File: src/rtl/magnetron_ctrl_power_pkg.sv
// ============================================================================
// Module      : magnetron_ctrl_power_pkg
// Description : Shared cook-state encodings and default duty-cycle period.
// Revision    : 1.0 - initial release
// ============================================================================
`default_nettype none

package magnetron_ctrl_power_pkg;

    typedef enum logic [1:0] {
        ST_IDLE  = 2'd0,
        ST_COOK  = 2'd1,
        ST_PAUSE = 2'd2,
        ST_DONE  = 2'd3
    } state_t;

    localparam int C_DEFAULT_PERIOD = 10;

endpackage

`default_nettype wire

File: src/rtl/magnetron_ctrl_power_duty_slot_gen.sv
// ============================================================================
// Module      : duty_slot_gen
// Description : Duty-slot counter; reports whether the upcoming slot is an
//               "on" slot for the captured power level.
// Revision    : 1.0 - initial release
// ============================================================================
`default_nettype none

import magnetron_ctrl_power_pkg::*;

module duty_slot_gen #(
    parameter int PERIOD  = C_DEFAULT_PERIOD,
    parameter int LEVEL_W = 4
) (
    input  logic               clk,
    input  logic               rst,
    input  logic               restart,
    input  logic               advance,
    input  logic [LEVEL_W-1:0] lvl,
    output logic               slot_on
);

    localparam int C_SW = $clog2(PERIOD);

    logic [C_SW-1:0] r_slot;
    logic [C_SW-1:0] w_slot_next;

    always_comb begin
        w_slot_next = r_slot;
        if (restart) begin
            w_slot_next = '0;
        end else if (advance) begin
            w_slot_next = (r_slot == C_SW'(PERIOD - 1)) ? '0 : r_slot + 1'b1;
        end
    end

    always_ff @(posedge clk) begin
        if (rst) begin
            r_slot <= '0;
        end else begin
            r_slot <= w_slot_next;
        end
    end

    // Compare against the next slot so the registered enable lines up with it.
    assign slot_on = (LEVEL_W'(w_slot_next) < lvl);

endmodule

`default_nettype wire

File: src/rtl/magnetron_ctrl_power.sv
// ============================================================================
// Module      : magnetron_ctrl_power
// Description : Cook FSM with edge-detected buttons, duty-cycled power level
//               and door interlock. Optional done buzzer via DONE_BEEP_EN.
// Revision    : 1.0 - initial release
// ============================================================================
`default_nettype none

import magnetron_ctrl_power_pkg::*;

module magnetron_ctrl_power #(
    parameter int PERIOD     = C_DEFAULT_PERIOD,
    parameter int LEVEL_W    = 4,
    parameter int BEEP_TICKS = 3
) (
    input  logic               clk,
    input  logic               rst,
    input  logic               tick,
    input  logic               startn,
    input  logic               stopn,
    input  logic               clearn,
    input  logic               door_closed,
    input  logic               timer_done,
    input  logic [LEVEL_W-1:0] power_level,
    output logic               mag_on,
    output logic [1:0]         state,
    output logic               buzzer
);

    localparam logic [LEVEL_W-1:0] C_PERIOD = LEVEL_W'(PERIOD);

    // Illegal parameter sets leave this block elaborated as a visible marker.
    if (PERIOD < 2 || BEEP_TICKS < 1 || (2 ** LEVEL_W) <= PERIOD) begin : g_param_error
    end

    state_t             r_state;
    state_t             w_next;
    logic               r_startn_q, r_stopn_q, r_clearn_q;
    logic               r_mag_q;
    logic [LEVEL_W-1:0] r_lvl;
    logic               w_press_start, w_press_stop, w_press_clear;
    logic               w_can_start, w_enter_cook, w_advance, w_slot_on;
    logic [LEVEL_W-1:0] w_lvl_cap, w_lvl_next;

    assign w_press_start = r_startn_q & ~startn;
    assign w_press_stop  = r_stopn_q  & ~stopn;
    assign w_press_clear = r_clearn_q & ~clearn;
    assign w_can_start   = w_press_start & door_closed & ~timer_done;

    always_comb begin
        w_next = r_state;
        case (r_state)
            ST_IDLE:  if (w_can_start) w_next = ST_COOK;
            ST_COOK: begin
                if (timer_done)                        w_next = ST_DONE;
                else if (!door_closed)                 w_next = ST_PAUSE;
                else if (w_press_stop || w_press_clear) w_next = ST_PAUSE;
            end
            ST_PAUSE: begin
                if (w_press_clear)    w_next = ST_IDLE;
                else if (w_can_start) w_next = ST_COOK;
            end
            ST_DONE:  if (w_press_clear) w_next = ST_IDLE;
            default:  w_next = ST_IDLE;
        endcase
    end

    assign w_enter_cook = (w_next == ST_COOK) && (r_state != ST_COOK);
    assign w_lvl_cap    = (power_level > C_PERIOD) ? C_PERIOD : power_level;
    assign w_lvl_next   = w_enter_cook ? w_lvl_cap : r_lvl;
    assign w_advance    = tick & (r_state == ST_COOK);

    duty_slot_gen #(
        .PERIOD  (PERIOD),
        .LEVEL_W (LEVEL_W)
    ) u_slot (
        .clk     (clk),
        .rst     (rst),
        .restart (w_enter_cook),
        .advance (w_advance),
        .lvl     (w_lvl_next),
        .slot_on (w_slot_on)
    );

    always_ff @(posedge clk) begin
        if (rst) begin
            r_state    <= ST_IDLE;
            r_lvl      <= '0;
            r_mag_q    <= 1'b0;
            r_startn_q <= 1'b1;
            r_stopn_q  <= 1'b1;
            r_clearn_q <= 1'b1;
        end else begin
            r_state    <= w_next;
            r_lvl      <= w_lvl_next;
            r_mag_q    <= (w_next == ST_COOK) & w_slot_on;
            r_startn_q <= startn;
            r_stopn_q  <= stopn;
            r_clearn_q <= clearn;
        end
    end

    // Door gate is combinational so an opened door cuts power immediately.
    assign mag_on = r_mag_q & door_closed;
    assign state  = r_state;

`ifdef DONE_BEEP_EN
    localparam int C_BW = $clog2(BEEP_TICKS + 1);

    logic            r_buzzer;
    logic [C_BW-1:0] r_beep_cnt;

    always_ff @(posedge clk) begin
        if (rst) begin
            r_buzzer   <= 1'b0;
            r_beep_cnt <= '0;
        end else if (w_next != ST_DONE) begin
            r_buzzer   <= 1'b0;
        end else if (r_state != ST_DONE) begin
            r_buzzer   <= 1'b1;
            r_beep_cnt <= '0;
        end else if (tick && r_buzzer) begin
            if (r_beep_cnt == C_BW'(BEEP_TICKS - 1)) r_buzzer <= 1'b0;
            r_beep_cnt <= r_beep_cnt + 1'b1;
        end
    end

    assign buzzer = r_buzzer;
`else
    assign buzzer = 1'b0;
`endif

endmodule

`default_nettype wire

File: config.mk
export PLATFORM = sky130hd
export DESIGN_NAME = magnetron_ctrl_power
export DESIGN_NICKNAME = d
export VERILOG_FILES = /design/src/rtl/magnetron_ctrl_power_pkg.sv /design/src/rtl/magnetron_ctrl_power_duty_slot_gen.sv /design/src/rtl/magnetron_ctrl_power.sv
export SDC_FILE = /design/constraint.sdc
export NUM_CORES = 1
export LEC_CHECK = 0
export ABC_AREA = 1
export ABC_CLOCK_PERIOD_IN_PS = 3700
export CORE_MARGIN = 2
export CORE_UTILIZATION = 53
export DETAILED_ROUTE_END_ITERATION = 10
export PLACE_DENSITY = 0.81
export SLEW_MARGIN = 20
export SYNTH_ARGS = -nofsm -noshare
export SYNTH_HDL_FRONTEND = slang
export SYNTH_SLANG_ARGS = --single-unit
export TNS_END_PERCENT = 50
File: constraint.sdc
create_clock -name clk -period 3.7 [get_ports clk]
set_input_delay 0.74 -clock clk [delete_from_list [all_inputs] [get_ports clk]]
set_output_delay 0.74 -clock clk [all_outputs]
set_load 0.01 [all_outputs]
Fig. 1: run 1, gate families picked out
(12 px per um)
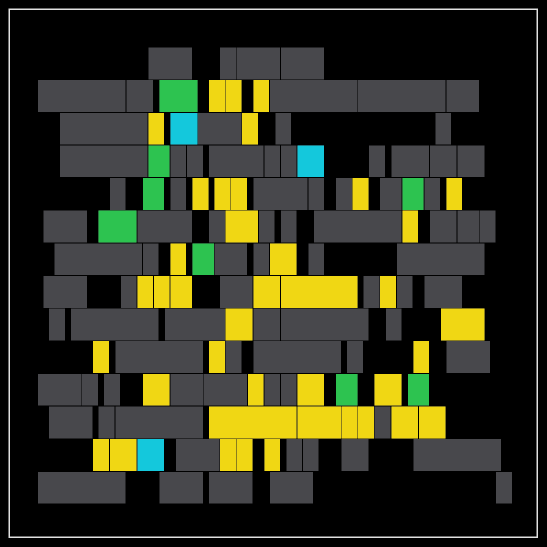
[inverting AOI/OAI gates] green | cells: 8 | most used: a21oi_1
[NAND gates] yellow | cells: 40 | most used: nand2_1
[AND and OR gates] cyan | cells: 3 | most used: or2_1
fraction of standard cell area in multi-input logic: 45.3%
post-layout instance count excluding filler cells: 150

Fig. 2: run 1, met1 routing
(8 px per um) Supply wires on this layer in gray.
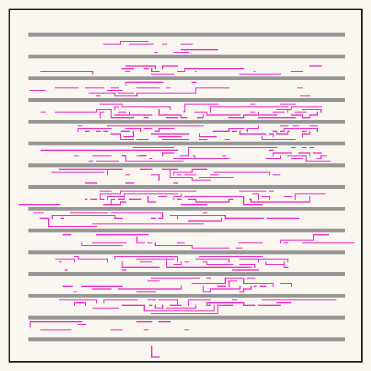
nets with wire on the layer: 140
main direction: horizontal
longest straight run: 17.0 um
via count: 728
GR Layer Usage met1: 27.5%
final wirelength: 1.53 mm

Fig. 3: run 1, signal wires by layer
(8 px per um) Only two layers are drawn.
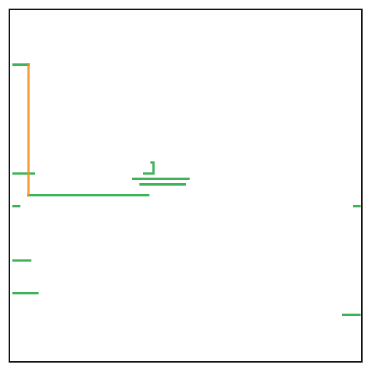
[metal 4] orange | wire length: 16.3 um
[metal 3] green | wire length: 43.0 um
post-DR wirelength/cell: 10.2 um
global-route total usage across every layer: 19.8%

## run 1: worst register-to-register path: stages (launching register included)
cell                      delay (ns)
sky130_fd_sc_hd__dfxtp_1        0.45
sky130_fd_sc_hd__nand2_2        0.14
sky130_fd_sc_hd__inv_1          0.13
sky130_fd_sc_hd__nand2_2        0.07
sky130_fd_sc_hd__nand2_2        0.10
sky130_fd_sc_hd__nand3_4        0.11
sky130_fd_sc_hd__or2_1          0.25
sky130_fd_sc_hd__o21ai_0        0.12
sky130_fd_sc_hd__ha_1           0.29
sky130_fd_sc_hd__nand2_1        0.07
sky130_fd_sc_hd__nand4_1        0.10
sky130_fd_sc_hd__a21oi_1        0.14
==> ci_impl_report.md, run 1 <==
## Synthesis and layout report

| Metric | Value |
|---|---|
| Critical Path Stages | `4` |
| Power per standard cell area | `362 mW/mm^2` |
| Switch share | `29.8%` |
| Vias per Instance | `4.85` |
| Dominant kind of cell by area | `logic gates` |
| Startpoint type of the worst setup path | `primary input` |
| Post-Place Cell Area | `992 sq um` |
| Top library cells by usage in the layout, fill and taps aside | `sky130_fd_sc_hd__nand2_1 (25), sky130_fd_sc_hd__inv_1 (18), sky130_fd_sc_hd__clkdlybuf4s50_1 (14), sky130_fd_sc_hd__dfxtp_1 (14), sky130_fd_sc_hd__nor2_1 (12)` |
| Area share of and-or/or-and cells after synthesis | `5.64%` |
| Floorplan Utilization | `56.0%` |
| Instance count of the mapped netlist | `118` |
| Clock-cell share of area | `3.53%` |
| Final layout net count | `150` |
| Worst-path cell chain | `clkdlybuf4s50_1, nand2_1, inv_1, clkdlybuf4s50_1` |
| Area of the mapped netlist | `843 sq um` |
| Most numerous cell in the Yosys netlist | `sky130_fd_sc_hd__nand2_1` |
| Clock tree from TritonCTS | `yes` |
| Library cell with the largest summed area after synthesis | `sky130_fd_sc_hd__dfxtp_1` |
| Routed length on met2 | `674 um` |
| CTS H-tree lvls | `1` |
| Result of the run | `finished, final reports clean` |
| Worst reg2reg path endpoint | `r_mag_q` |
| Post-placement cell count | `146` |
| Max power group | `registers` |
| Slowest cell delay on critical path | `0.52 ns` |
| Peak supply drop | `0.267 mV` |
| Final hold violations | `0` |
| Count of pins over their slew limit | `0` |
| Core ar. | `0.00151 sq mm` |
| HPWL after DPL | `1.21 mm` |
| Net switching component of the power | `111 uW` |
| Arrival @ worst endpoint | `1.92 ns` |
| Setup repair bufs after CTS | `0` |
| Die width | `43.9 um` |
| Adder share | `4.45%` |
| Mux area share | `0%` |
| Non-clock inverter instance count of the final layout | `23` |
| Ys flop type | `sky130_fd_sc_hd__dfxtp_1` |
| Count of clock-net buffers in the final layout | `4` |
| Largest net degree at the start of global routing | `14` |
| Number of buffers inserted by port buffering | `14` |
| Count of flip-flops with a built-in enable after synthesis | `0` |
| Final setup skew | `0.00307 ns` |
| Worst path required time | `2.96 ns` |
| Number of DRC markers after the initial detailed-route iteration | `11` |
| Flop2flop setup slack | `1.66 ns` |
| Net Count, Synth | `133` |
| Placement row count | `14` |
| DRC errors left | `0` |
| Most used routing layer in global routing | `met2` |
| Number of antenna-violating nets in the routed design | `0` |
| Clock power share | `29.8%` |
| Combinational group share of total power | `25.4%` |
| Summed negative setup slack over all endpoints | `0 ns` |
| Total Power | `373 uW` |
| Cell type of the slowest stage on the worst timing path | `sky130_fd_sc_hd__clkdlybuf4s50_1` |
| Largest cells by area after synthesis | `sky130_fd_sc_hd__dfxtp_1 (33%), sky130_fd_sc_hd__nand2_1 (11%), sky130_fd_sc_hd__inv_1 (8.0%), sky130_fd_sc_hd__nor2_1 (5.3%), sky130_fd_sc_hd__nand2_2 (5.2%)` |
| Plain + repair buffers | `14` |
| Worst min path class | `flip-flop to flip-flop` |
| Number of warnings reported in the yosys synthesis log | `0` |
| Largest type area fraction | `33.2%` |
| Global-route track usage on met3 | `2.50%` |
| Post-layout utilization of the core | `68.3%` |
| Total of fill cells in the finished design | `127` |
| Flop count | `14` |
| Clock tree root driver cell | `sky130_fd_sc_hd__clkbuf_4` |
| Ys async rst share | `0%` |
| Clock network power | `111 uW` |
| Worst Path Buf+Inv | `3` |
| Post-synthesis average cell area | `7.15 sq um` |
| Synth Area in XOR/XNOR | `2.08%` |
| Setup ws final | `1.04 ns` |
| Count of instances resized after the clock tree is built | `0` |
| Number of inserted diodes | `0` |
| Y dimension of the die | `43.9 um` |
| Aggregate global routing overflow | `0` |
| Largest non-sequential cell family by area | `simple AND/OR/NAND/NOR gates` |
| Number of buffers inserted for hold repair after clock tree synthesis | `0` |
| Endpoint kind of the worst setup timing path | `primary output` |
| Global-route met2 utilization | `30.6%` |
==> run 2, diff against run 1 <==
- ABC_CLOCK_PERIOD_IN_PS: 3700 -> 2400
- CORE_UTILIZATION: 53 -> 45
- PLACE_DENSITY: 0.81 -> 0.73
- clock period: 3.7 -> 2.4 ns (I/O delays scaled with it)
Fig. 4: run 2, congestion heat map
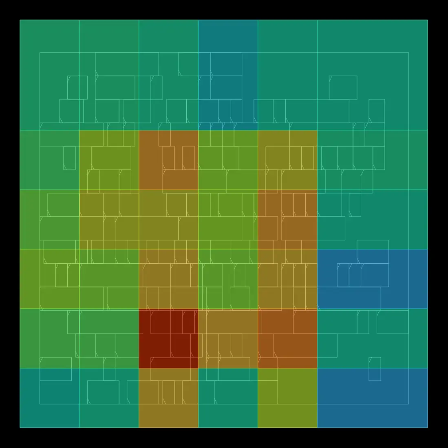
GR Layer Usage met1: 18.0%
global-route total usage across every layer: 16.7%
most used routing layer in global routing: met2
global-route met2 utilization: 31.1%
post-layout utilization of the core: 63.4%

Fig. 5: run 2, met1 routing
(8 px per um) Supply wires on this layer in gray.
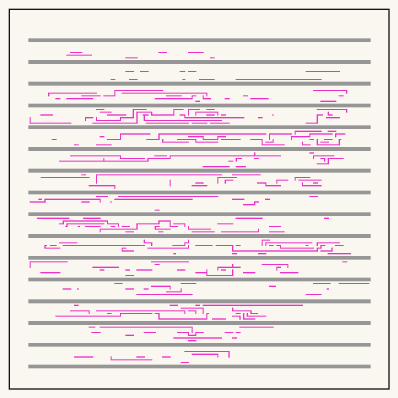
wire length on this layer: 687 um
main direction: horizontal
nets with wire on the layer: 144
share of all routed wire: 44%
final wirelength: 1.57 mm
via count: 754

==> ci_impl_report.md, run 2 <==
## Synthesis and layout report

| Metric | Value |
|---|---|
| Result of the run | `finished, final reports clean` |
| Die width | `47.3 um (+7.7%)` |
| Number of buffers inserted for hold repair after clock tree synthesis | `0 (unchanged)` |
| Floorplan Utilization | `48.3% (-7.7 points)` |
| Startpoint type of the worst setup path | `primary input` |
| Area of the mapped netlist | `843 sq um (unchanged)` |
| Aggregate global routing overflow | `0 (unchanged)` |
| Count of clock-net buffers in the final layout | `4 (unchanged)` |
| Post-Place Cell Area | `0.00106 sq mm (+7.2%)` |
| Flop2flop setup slack | `0.44 ns (-1.22 ns)` |
| Worst-path cell chain | `clkdlybuf4s50_1, inv_2, nand2_2, nand2_1, nor2_1, nor2_2, nor2_8, nand3_4, or2_1, o21ai_0, ha_1, nand2_1, nand4_1, a21oi_1` |
| DRC errors left | `0 (unchanged)` |
| Number of antenna-violating nets in the routed design | `0 (unchanged)` |
| CTS H-tree lvls | `1 (unchanged)` |
| Setup ws final | `0.151 ns (-0.893 ns)` |
| Count of pins over their slew limit | `0 (unchanged)` |
| Clock tree from TritonCTS | `yes` |
| Number of inserted diodes | `0 (unchanged)` |
| Slowest cell delay on critical path | `0.47 ns (-0.05 ns)` |
| Cell type of the slowest stage on the worst timing path | `sky130_fd_sc_hd__clkdlybuf4s50_1` |
| Critical Path Stages | `14 (+10)` |
| Top library cells by usage in the layout, fill and taps aside | `sky130_fd_sc_hd__nand2_1 (25), sky130_fd_sc_hd__inv_1 (18), sky130_fd_sc_hd__dfxtp_1 (14)` |
| Flop count | `14 (unchanged)` |
| Final hold violations | `0 (unchanged)` |
| Final setup skew | `0.00778 ns (+0.00472 ns)` |
| Ys flop type | `sky130_fd_sc_hd__dfxtp_1` |
| Final layout net count | `158 (+5.3%)` |
| Clock-cell share of area | `3.28% (-0.25 points)` |
| Library cell with the largest summed area after synthesis | `sky130_fd_sc_hd__dfxtp_1` |
| Worst reg2reg path endpoint | `r_mag_q` |
| Routed length on met2 | `809 um (+20%)` |
| Instance count of the mapped netlist | `118 (unchanged)` |
| Total Power | `599 uW (+61%)` |
| Number of DRC markers after the initial detailed-route iteration | `4 (-7)` |
| Worst path required time | `2.61 ns (-0.35 ns)` |
| Post-placement cell count | `163 (+12%)` |
| Count of flip-flops with a built-in enable after synthesis | `0 (unchanged)` |
| Clock tree root driver cell | `sky130_fd_sc_hd__clkbuf_4` |
| Plain + repair buffers | `22 (+8)` |
| Count of instances resized after the clock tree is built | `0 (unchanged)` |
| Post-DR wirelength/cell | `9.41 um (-8.0%)` |
| Peak supply drop | `0.429 mV (+60%)` |
| Endpoint kind of the worst setup timing path | `flip-flop` |
| Number of buffers inserted by port buffering | `14 (unchanged)` |
| Total of fill cells in the finished design | `164 (+29%)` |
| Vias per Instance | `4.51 (-7.0%)` |
| Non-clock inverter instance count of the final layout | `23 (unchanged)` |
| Y dimension of the die | `47.3 um (+7.7%)` |
| Fraction of standard cell area in multi-input logic | `42.3% (-3.0 points)` |
| Worst min path class | `flip-flop to flip-flop` |
| Ys async rst share | `0% (unchanged)` |
| Power per standard cell area | `541 mW/mm^2 (+49%)` |
==> run 2: cell families after synthesis <==
| kind of cell | count (synthesis) | synth area share, % |
|---|---|---|
| flops | 14 | 33.2 |
| other cells | 1 | 0.445 |
| compound gates | 8 | 5.64 |
| buf+inv | 25 | 11.6 |
| xor+xnor | 2 | 2.08 |
| simple gates | 65 | 42.6 |
| fa+ha+maj | 3 | 4.45 |
==> run 2: power breakdown <==
group | switching (mW) | internal (mW) | leakage, nW | total, mW
logic | 0.0902 | 0.0873 | 0.422 | 0.177
clock network | 0.0725 | 0.0922 | 0.0210 | 0.165
registers | 0.00821 | 0.249 | 0.114 | 0.257
total | 0.171 | 0.429 | 0.557 | 0.599
==> run 3, diff against run 2 <==
- ABC_AREA: 1 -> default
- CORE_UTILIZATION: 45 -> 43
- PLACE_DENSITY: 0.73 -> 0.72
- TNS_END_PERCENT: 50 -> 20
Fig. 6: run 3, met1 routing
(8 px per um) Supply wires on this layer in gray.
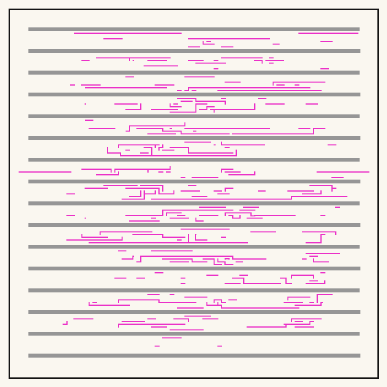
main direction: horizontal
share of all routed wire: 45%
nets with wire on the layer: 113
final wirelength: 1.48 mm
GR Layer Usage met1: 18.1%
via count: 643

Fig. 7: run 3, congestion heat map
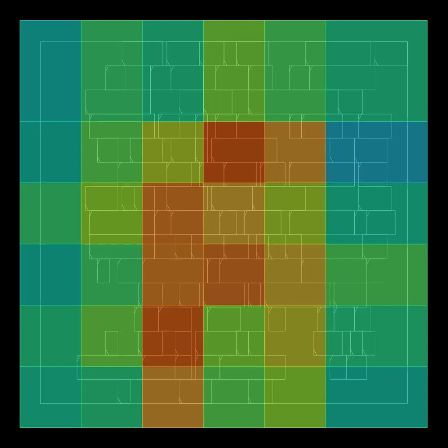
global-route total usage across every layer: 15.9%
post-DR wirelength/cell: 12.3 um

==> ci_impl_report.md, run 3 <==
## Synthesis and layout report

| Metric | Value |
|---|---|
| Synth Area in XOR/XNOR | `2.32% (+0.24 points)` |
| Count of clock-net buffers in the final layout | `3 (-1)` |
| Worst path required time | `2.58 ns (-0.03 ns)` |
| Post-layout utilization of the core | `59.3% (-4.2 points)` |
| Area share of and-or/or-and cells after synthesis | `13.2% (+7.6 points)` |
| Number of DRC markers after the initial detailed-route iteration | `8 (+4)` |
| Ys async rst share | `0% (unchanged)` |
| Global-route met2 utilization | `27.2% (-3.9 points)` |
| Critical Path Stages | `8 (-6)` |
| Worst-path cell chain | `clkdlybuf4s50_1, nand4bb_4, or3_4, mux2i_2, ha_1, nand3_2, a311oi_2, and4b_1` |
| Count of instances resized after the clock tree is built | `0 (unchanged)` |
| Startpoint type of the worst setup path | `primary input` |
| Cell type of the slowest stage on the worst timing path | `sky130_fd_sc_hd__clkdlybuf4s50_1` |
| Fraction of standard cell area in multi-input logic | `45.6% (+3.4 points)` |
| Max power group | `registers` |
| Setup ws final | `0.0942 ns (-0.0570 ns)` |
| Top library cells by usage in the layout, fill and taps aside | `sky130_fd_sc_hd__dfxtp_1 (14), sky130_fd_sc_hd__clkdlybuf4s50_1 (12), sky130_fd_sc_hd__nor2_1 (11)` |
| Vias per Instance | `5.36 (+19%)` |
| Result of the run | `finished, final reports clean` |
| Switch share | `24.0% (-4.5 points)` |
| Endpoint kind of the worst setup timing path | `flip-flop` |
| Peak supply drop | `0.282 mV (-34%)` |
| Routed length on met2 | `715 um (-12%)` |
| Number of buffers inserted for hold repair after clock tree synthesis | `0 (unchanged)` |
| Floorplan Utilization | `44.7% (-3.6 points)` |
| Total of fill cells in the finished design | `151 (-7.9%)` |
| Met3 routed wirelength | `40 um` |
| Aggregate global routing overflow | `0 (unchanged)` |
| Flop count | `14 (unchanged)` |
| DRC errors left | `0 (unchanged)` |
| Area of the mapped netlist | `756 sq um (-10%)` |
| Count of pins over their slew limit | `0 (unchanged)` |
| Largest cells by area after synthesis | `sky130_fd_sc_hd__dfxtp_1 (37%), sky130_fd_sc_hd__nor2_1 (5.5%), sky130_fd_sc_hd__ha_1 (5.0%), sky130_fd_sc_hd__nand4bb_4 (3.6%), sky130_fd_sc_hd__a21oi_1 (3.3%)` |
| Largest net degree at the start of global routing | `13` |
| Clock power share | `29.0% (+1.5 points)` |
| Clock-cell share of area | `2.25% (-1.0 points)` |
| CTS H-tree lvls | `1 (unchanged)` |
| Basic-gate share of the synthesized area counting and, or, nand and nor cells | `34.6% (-8.0 points)` |
| Post-placement cell count | `117 (-28%)` |
| Clock network power | `131 uW (-21%)` |
| Most used routing layer in global routing | `met2` |
| Cell internal pwr | `343 uW (-20%)` |
| Net switching component of the power | `109 uW (-36%)` |
| Slowest cell delay on critical path | `0.42 ns (-0.05 ns)` |
| Relative contribution of sequential cells to total power | `54.3% (+11 points)` |
| Final hold violations | `0 (unchanged)` |
| Number of antenna-violating nets in the routed design | `0 (unchanged)` |
| Share of cells above drive strength 1 | `24.3%` |
| Worst min path class | `primary input to flip-flop` |
| Power Sequential | `245 uW (-5%)` |
| Library cell with the largest summed area after synthesis | `sky130_fd_sc_hd__dfxtp_1` |
| Post-Place Cell Area | `957 sq um (-10%)` |
| Power in combinational cells | `75.8 uW (-57%)` |
| Count of flip-flops with a built-in enable after synthesis | `0 (unchanged)` |
| Combinational group share of total power | `16.8% (-13 points)` |
| Number of buffers inserted by port buffering | `14 (unchanged)` |
| Power per standard cell area | `451 mW/mm^2 (-17%)` |
| Final layout net count | `120 (-24%)` |
| Final setup skew | `0.00155 ns (-0.00623 ns)` |
| Number of inserted diodes | `0 (unchanged)` |
| Most numerous cell in the Yosys netlist | `sky130_fd_sc_hd__dfxtp_1` |
| Die width | `45.9 um (-2.9%)` |
| Clock tree from TritonCTS | `yes` |
| Instance count of the mapped netlist | `81 (-31%)` |
| Ys flop type | `sky130_fd_sc_hd__dfxtp_1` |
| Mux area share | `2.65% (+2.6 points)` |
| Number of warnings reported in the yosys synthesis log | `0` |
| Largest non-sequential cell family by area | `simple AND/OR/NAND/NOR gates` |
| Non-clock inverter instance count of the final layout | `2 (-91%)` |
## run 3: cell count changes after synthesis, sizes merged, moves of 3 or more
| cell | change |
|---|---|
| inv | -20 |
| nand2 | -31 |
| nand2b | +3 |
| nor2 | -6 |
| nor2b | +3 |
| nor3 | +4 |
## run 3: final timing paths
path	to	startpoint	slack (ns)
max	r_mag_q	startn	0.09
min	r_clearn_q	clearn	0.44
min reg2reg	r_lvl[0]	r_lvl[0]	0.52
max reg2reg	r_mag_q	state[0]	0.28
## run 3: kinds of logic after synthesis
family / Yosys count
XOR/XNOR: 2
other: 1
AND-OR/OR-AND: 14
AND/OR/NAND/NOR: 39
adder cells (fa/ha/maj): 3
multiplexers: 2
buffers and inverters: 6
flip-flops: 14
Power and IR drop assume default switching activity.
